--- config.mk ---
export PLATFORM = sky130hd
export DESIGN_NAME = rd_ptr_sync_ctrl
export DESIGN_NICKNAME = d
export VERILOG_FILES = /design/src/rtl/rd_ptr_sync_ctrl.sv
export SDC_FILE = /design/constraint.sdc
export NUM_CORES = 1
export LEC_CHECK = 0
export ABC_AREA = 1
export CAP_MARGIN = 20
export CORE_MARGIN = 2
export CORE_UTILIZATION = 42
export CTS_CLUSTER_SIZE = 16
export DETAILED_ROUTE_END_ITERATION = 10
export GPL_ROUTABILITY_DRIVEN = 1
export PLACE_DENSITY = 0.69
export SETUP_SLACK_MARGIN = 0.1
export SLEW_MARGIN = 40
export SYNTH_ARGS = -nofsm -noshare
export SYNTH_HDL_FRONTEND = slang
export SYNTH_SLANG_ARGS = --single-unit
--- constraint.sdc ---
create_clock -name i_RD_clk -period 2.4 [get_ports i_RD_clk]
set_input_delay 0.48 -clock i_RD_clk [delete_from_list [all_inputs] [get_ports i_RD_clk]]
set_output_delay 0.48 -clock i_RD_clk [all_outputs]
set_load 0.01 [all_outputs]
--- src/rtl/rd_ptr_sync_ctrl.sv ---
// Read-domain control for the async FIFO: synchronises the Gray write pointer
// into i_RD_clk and owns the read pointer. It produces registered empty,
// almost-empty, fill-level and sticky error flags.
module rd_ptr_sync_ctrl #(
    parameter int unsigned ADDR_W      = 8,
    parameter int unsigned SYNC_STAGES = 2,
    parameter int unsigned AEMPTY_TH   = 4
) (
    input  logic              i_RD_clk,
    input  logic              i_RD_rst_n,
    input  logic [ADDR_W:0]   i_WR_Ptr_gray,
    input  logic              i_RD_en,
    input  logic              i_Err_clr,
    output logic [ADDR_W-1:0] o_RD_Addr,
    output logic [ADDR_W:0]   o_RD_Ptr_gray,
    output logic              o_Empty,
    output logic              o_Almost_Empty,
    output logic [ADDR_W:0]   o_Level,
    output logic              o_Underflow,
    output logic              o_Ptr_Err
);

    localparam int unsigned    PW    = ADDR_W + 1;
    localparam logic [PW-1:0]  DEPTH = {1'b1, {ADDR_W{1'b0}}};
    localparam logic [PW-1:0]  AE_TH = PW'(AEMPTY_TH);

    // Reject parameterisations the synchroniser or flag logic cannot honour.
    if (SYNC_STAGES < 2 || SYNC_STAGES > 4) begin : g_bad_sync_stages
        $fatal(1, "rd_ptr_sync_ctrl: SYNC_STAGES must be in 2..4");
    end
    if (AEMPTY_TH >= (32'd1 << ADDR_W)) begin : g_bad_aempty_th
        $fatal(1, "rd_ptr_sync_ctrl: AEMPTY_TH must be below 2**ADDR_W");
    end

    logic [PW-1:0]     sync_q [SYNC_STAGES];
    logic [PW-1:0]     sync_d [SYNC_STAGES];
    logic [PW-1:0]     wr_sync;
    logic [PW-1:0]     wr_bin;

    logic [PW-1:0]     rd_bin_q,  rd_bin_d;
    logic [PW-1:0]     rd_gray_q, rd_gray_d;
    logic [PW-1:0]     level_q,   level_d;
    logic              empty_q,   empty_d;
    logic              aempty_q,  aempty_d;
    logic              underflow_q, underflow_d;
    logic              ptr_err_q,   ptr_err_d;

    logic              rd_ok;
    logic [PW-1:0]     lvl;

    // Synchroniser chain: pure wiring between stages, no logic in the path.
    always_comb begin
        sync_d[0] = i_WR_Ptr_gray;
        for (int unsigned i = 1; i < SYNC_STAGES; i++) begin
            sync_d[i] = sync_q[i-1];
        end
    end

    // Synchroniser flops.
    always_ff @(posedge i_RD_clk or negedge i_RD_rst_n) begin
        if (!i_RD_rst_n) begin
            sync_q <= '{default: '0};
        end else begin
            sync_q <= sync_d;
        end
    end

    assign wr_sync = sync_q[SYNC_STAGES-1];

    // Gray to binary: each binary bit is the XOR of all Gray bits at or above it.
    always_comb begin
        wr_bin = '0;
        for (int unsigned i = 0; i < PW; i++) begin
            wr_bin[i] = ^(wr_sync >> i);
        end
    end

    // Read accept, next pointer and flag computation.
    // Flags use the post-read pointer so an accepted read updates them on the same edge.
    always_comb begin
        rd_ok       = i_RD_en & ~empty_q;
        rd_bin_d    = rd_bin_q + {{ADDR_W{1'b0}}, rd_ok};
        rd_gray_d   = rd_bin_d ^ (rd_bin_d >> 1);
        lvl         = wr_bin - rd_bin_d;
        level_d     = lvl;
        empty_d     = (rd_gray_d == wr_sync);
        aempty_d    = (lvl <= AE_TH);
        underflow_d = (i_RD_en & empty_q) | (underflow_q & ~i_Err_clr);
        ptr_err_d   = (lvl > DEPTH) | (ptr_err_q & ~i_Err_clr);
    end

    // Pointer and flag registers.
    always_ff @(posedge i_RD_clk or negedge i_RD_rst_n) begin
        if (!i_RD_rst_n) begin
            rd_bin_q    <= '0;
            rd_gray_q   <= '0;
            level_q     <= '0;
            empty_q     <= 1'b1;
            aempty_q    <= 1'b1;
            underflow_q <= 1'b0;
            ptr_err_q   <= 1'b0;
        end else begin
            rd_bin_q    <= rd_bin_d;
            rd_gray_q   <= rd_gray_d;
            level_q     <= level_d;
            empty_q     <= empty_d;
            aempty_q    <= aempty_d;
            underflow_q <= underflow_d;
            ptr_err_q   <= ptr_err_d;
        end
    end

    assign o_RD_Addr      = rd_bin_q[ADDR_W-1:0];
    assign o_RD_Ptr_gray  = rd_gray_q;
    assign o_Empty        = empty_q;
    assign o_Almost_Empty = aempty_q;
    assign o_Level        = level_q;
    assign o_Underflow    = underflow_q;
    assign o_Ptr_Err      = ptr_err_q;

endmodule

### Nets reached from selected ports, run 1

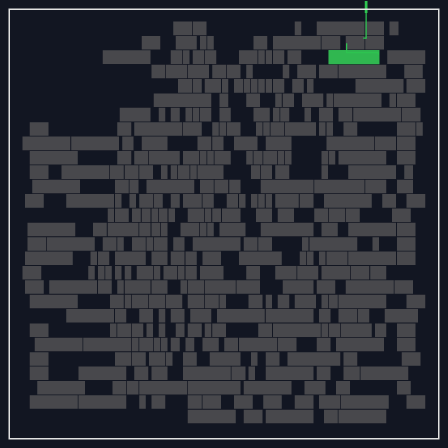
Key: `o_Almost_Empty` = green [bits 1, direction output, end cells 1, buffers 1, wire 13.4 microns]
Port-buffer cells: 42
number of ports placed on the die boundary: 43

### Cell placement, run 1

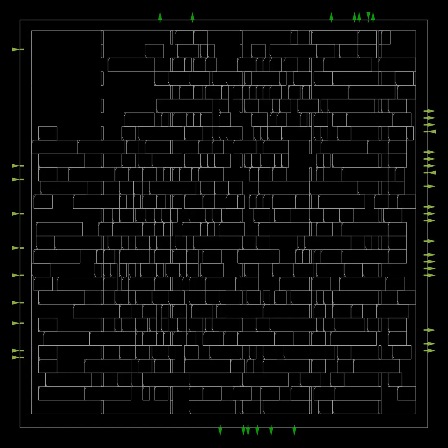
CORE AREA: 5816 sq um
number of standard-cell rows in the floorplan: 28
sequential share of cell area: 31.15%
final std cells w/o fill: 445

### Cell classes on the final placement, run 1

Fill, decap, tap and diode cells in grey.
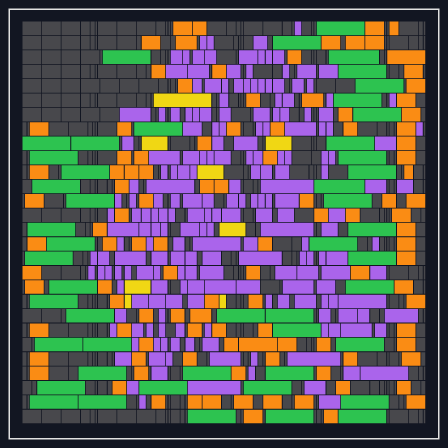
Key: other buffers and delay cells = orange [cells 107, share of their area 25%]; clock drivers and dummy loads = yellow [cells 8, share of their area 2.8%]; flops = green [cells 48, share of their area 32%]; combinational and other logic = purple [cells 207, share of their area 40%]
Design Area, Final: 3864 sq um
post-layout util: 66.44%

==> CHANGELOG.md, run 1 <==
## Implementation

* Clock buffers and inverters, area share at 2.753%
* Sequential cell area fraction in the yosys report at 48.34%
* Fraction of power consumed by the clock network at 10.1%
* Cell area reported after detailed placement at 3563 sq um
* Effective utilization at floorplan at 42.81%
* Post-CTS Setup Repair Bufs at 7
* Worst slew margin relative to its limit at 77.59%
* Violated checks: setup timing
* Fmax at 0.3922 GHz
* Maximum number of pins on one net before global-route repair at 49
* Unrepaired setup endpoints after global routing: yes
* Net Sw Power at 2.261 mW
* Area share of xor/xnor cells in the synthesized design at 13.97%
* Layout multi-input combinational cell count at 170
* Sort of element at the start of the critical path: flop
* Die height at 81.00 microns
* Overall routed net length at 5408 microns
* Most frequent logic cell in the layout: sky130_fd_sc_hd__buf_4
* Setup WS post-layout at -149.7 ps
* Lkg Pwr at 1.852 nW
* Number of DRC violations after detailed routing at 0
* Global routing met2 resource utilization at 31.98%
* Number of hold-repair buffers added at the cts stage at 0
* Share of synthesized cell area in and-or and or-and compound cells at 2.513%
* Transition time of the tightest slew-check pin at 335.0 ps
* Met2 routed wirelength at 2806 microns
* Worst setup path start: wr_sync[7]
* Sinks on Clock Net at 48
* Run status: finished, violations left
* Final setup violation count at 5
==> inputs of run 2 (changes only) <==
Settings changed: CTS_BUF_LIST set to sky130_fd_sc_hd__clkbuf_4 sky130_fd_sc_hd__clkbuf_8 sky130_fd_sc_hd__clkbuf_16.
### Nets reached from selected ports, run 2

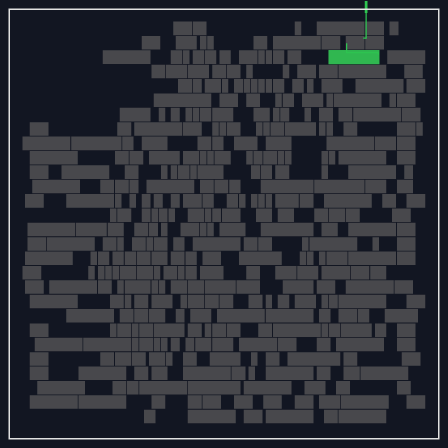
Key: `o_Almost_Empty` = green [bits 1, direction output, end cells 1, buffers 1, wire 13.4 microns]

==> run 2 against run 1 <==
The flow still finishes with violations (setup timing). Area after synthesis unchanged. Critical endpoint unchanged. Clock power is 3% higher. Maximum frequency fell by 0.27%. First-iteration DRC count rose by 11%. Clock skew decreased by 1.8 ps. Hold slack better by 1.3 ps. Critical path depth unchanged. Global-route usage is 0.62 points higher. Routed wire length is 4.7% higher.
==> CHANGELOG.md, run 2 <==
## Implementation

* Sequential share of cell area at 30.69% (-0.46 points)
* Sort of element at the start of the critical path: flop
* Clock buffers and inverters, area share at 2.900% (+0.15 points)
* Number of DRC violations after detailed routing at 0 (unchanged)
* Final setup violation count at 6 (+1)
* Post-layout util at 67.51% (+1.1 points)
* Setup WS post-layout at -156.7 ps (-6.942 ps)
* Worst setup path start: wr_sync[6]
* Net Sw Power at 2.310 mW (+2.2%)
* Effective utilization at floorplan at 42.81% (unchanged)
* Run status: finished, violations left
* Number of ports placed on the die boundary at 43 (unchanged)
* Number of standard-cell rows in the floorplan at 28 (unchanged)
* Unrepaired setup endpoints after global routing: yes
* Sequential cell area fraction in the yosys report at 48.34% (unchanged)
* Final std cells w/o fill at 449 (+0.90%)
* Fraction of power consumed by the clock network at 10.1% (about the same)
* Met2 routed wirelength at 2956 microns (+5.3%)
* Sinks on Clock Net at 48 (unchanged)
* Transition time of the tightest slew-check pin at 334.8 ps (-0.2555 ps)
* Post-CTS Setup Repair Bufs at 9 (+2)
* Area share of xor/xnor cells in the synthesized design at 13.97% (unchanged)
* Violated checks: setup timing
### Signal wires on met2, run 2

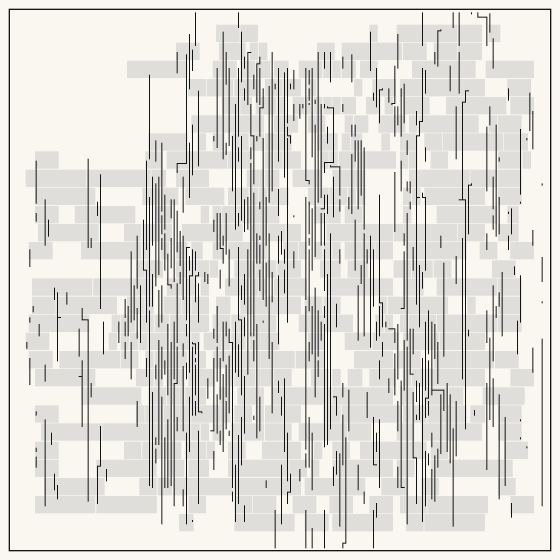
The layer carries 2960 microns of wire. The wires run mostly vertical.
overall routed net length: 5661 microns
vias after detailed routing: 2038
global routing met2 resource utilization: 33.72%

==> inputs of run 3 (changes only) <==
Settings changed: CORE_UTILIZATION 42 to 41, PLACE_DENSITY 0.69 to 0.68.
### Signal wires on met3, run 3

The bar under the picture is 20 microns long.
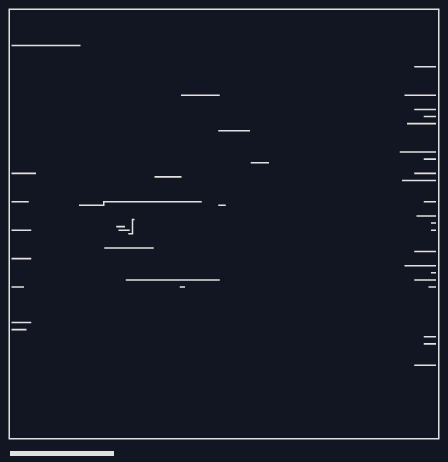
The layer carries 186 microns of wire. 36 nets have wire on it.
grt met3 use: 2.967%
overall routed net length: 5677 microns

==> run 3 against run 2 <==
The run still ends with setup timing left. Via count is 0.15% lower. Flip-flop count stayed put. Hold slack better by 27 ps. Worst setup slack better by 12 ps. Non-clock buffer count is 9 lower. Clock power is 12% lower. Routed wire length is 0.28% higher. Synthesized cell count stayed put. Critical path type unchanged. Critical endpoint unchanged. Largest cell class unchanged.
==> CHANGELOG.md, run 3 <==
## Implementation

* Share of synthesized cell area in and-or and or-and compound cells at 2.513%
* Sequential share of cell area at 30.94% (+0.26 points)
* Effective utilization at floorplan at 42.30% (-0.51 points)
* Net Sw Power at 2.358 mW (+2.1%)
* Post-CTS Setup Repair Bufs at 4 (-5)
* Final setup violation count at 5 (-1)
* Design Area, Final at 3894 sq um
* Area share of xor/xnor cells in the synthesized design at 13.97% (unchanged)
* Number of logged tool warnings at 28
* Transition time of the tightest slew-check pin at 609.8 ps (+275.0 ps)
* Worst setup path start: wr_sync[0]
* MI comb area at 1465 sq um
* Run status: finished, violations left
* Violated checks: setup timing
* Fraction of power consumed by the clock network at 9.1% (-1.0 points)
* Endpoint of the worst-slack reg-to-reg timing path: o_Ptr_Err
* Vias after detailed routing at 2035 (-0.15%)
* Sinks on Clock Net at 48 (unchanged)
* Number of DRC violations after detailed routing at 0 (unchanged)
* Final cycle utilization of the critical path at 106.0%
* Aggregate global-route resource usage at 18.78%
* Sequential cell area fraction in the yosys report at 48.34% (unchanged)
* Comb group at 3.94 mW
* Sort of element at the start of the critical path: flop
* Post-layout util at 66.16% (-1.4 points)
* Unrepaired setup endpoints after global routing: yes
* Largest cell class by area: multi-input combinational cells
* Number of max-slew violations in the final report at 0
* Met2 routed wirelength at 2928 microns (-0.95%)
* Number of standard-cell rows in the floorplan at 28 (unchanged)
* Final number of hold-violating endpoints at 0
* Setup WS post-layout at -144.8 ps (+11.88 ps)
### Nets reached from selected ports, run 3

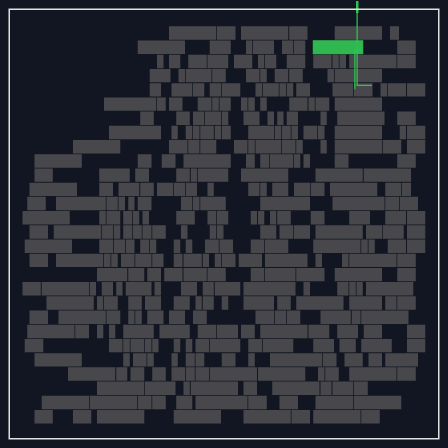
Key: `o_Almost_Empty` = green [bits 1, direction output, end cells 1, buffers 1, wire 25.8 microns]

Power and IR drop assume default switching activity.
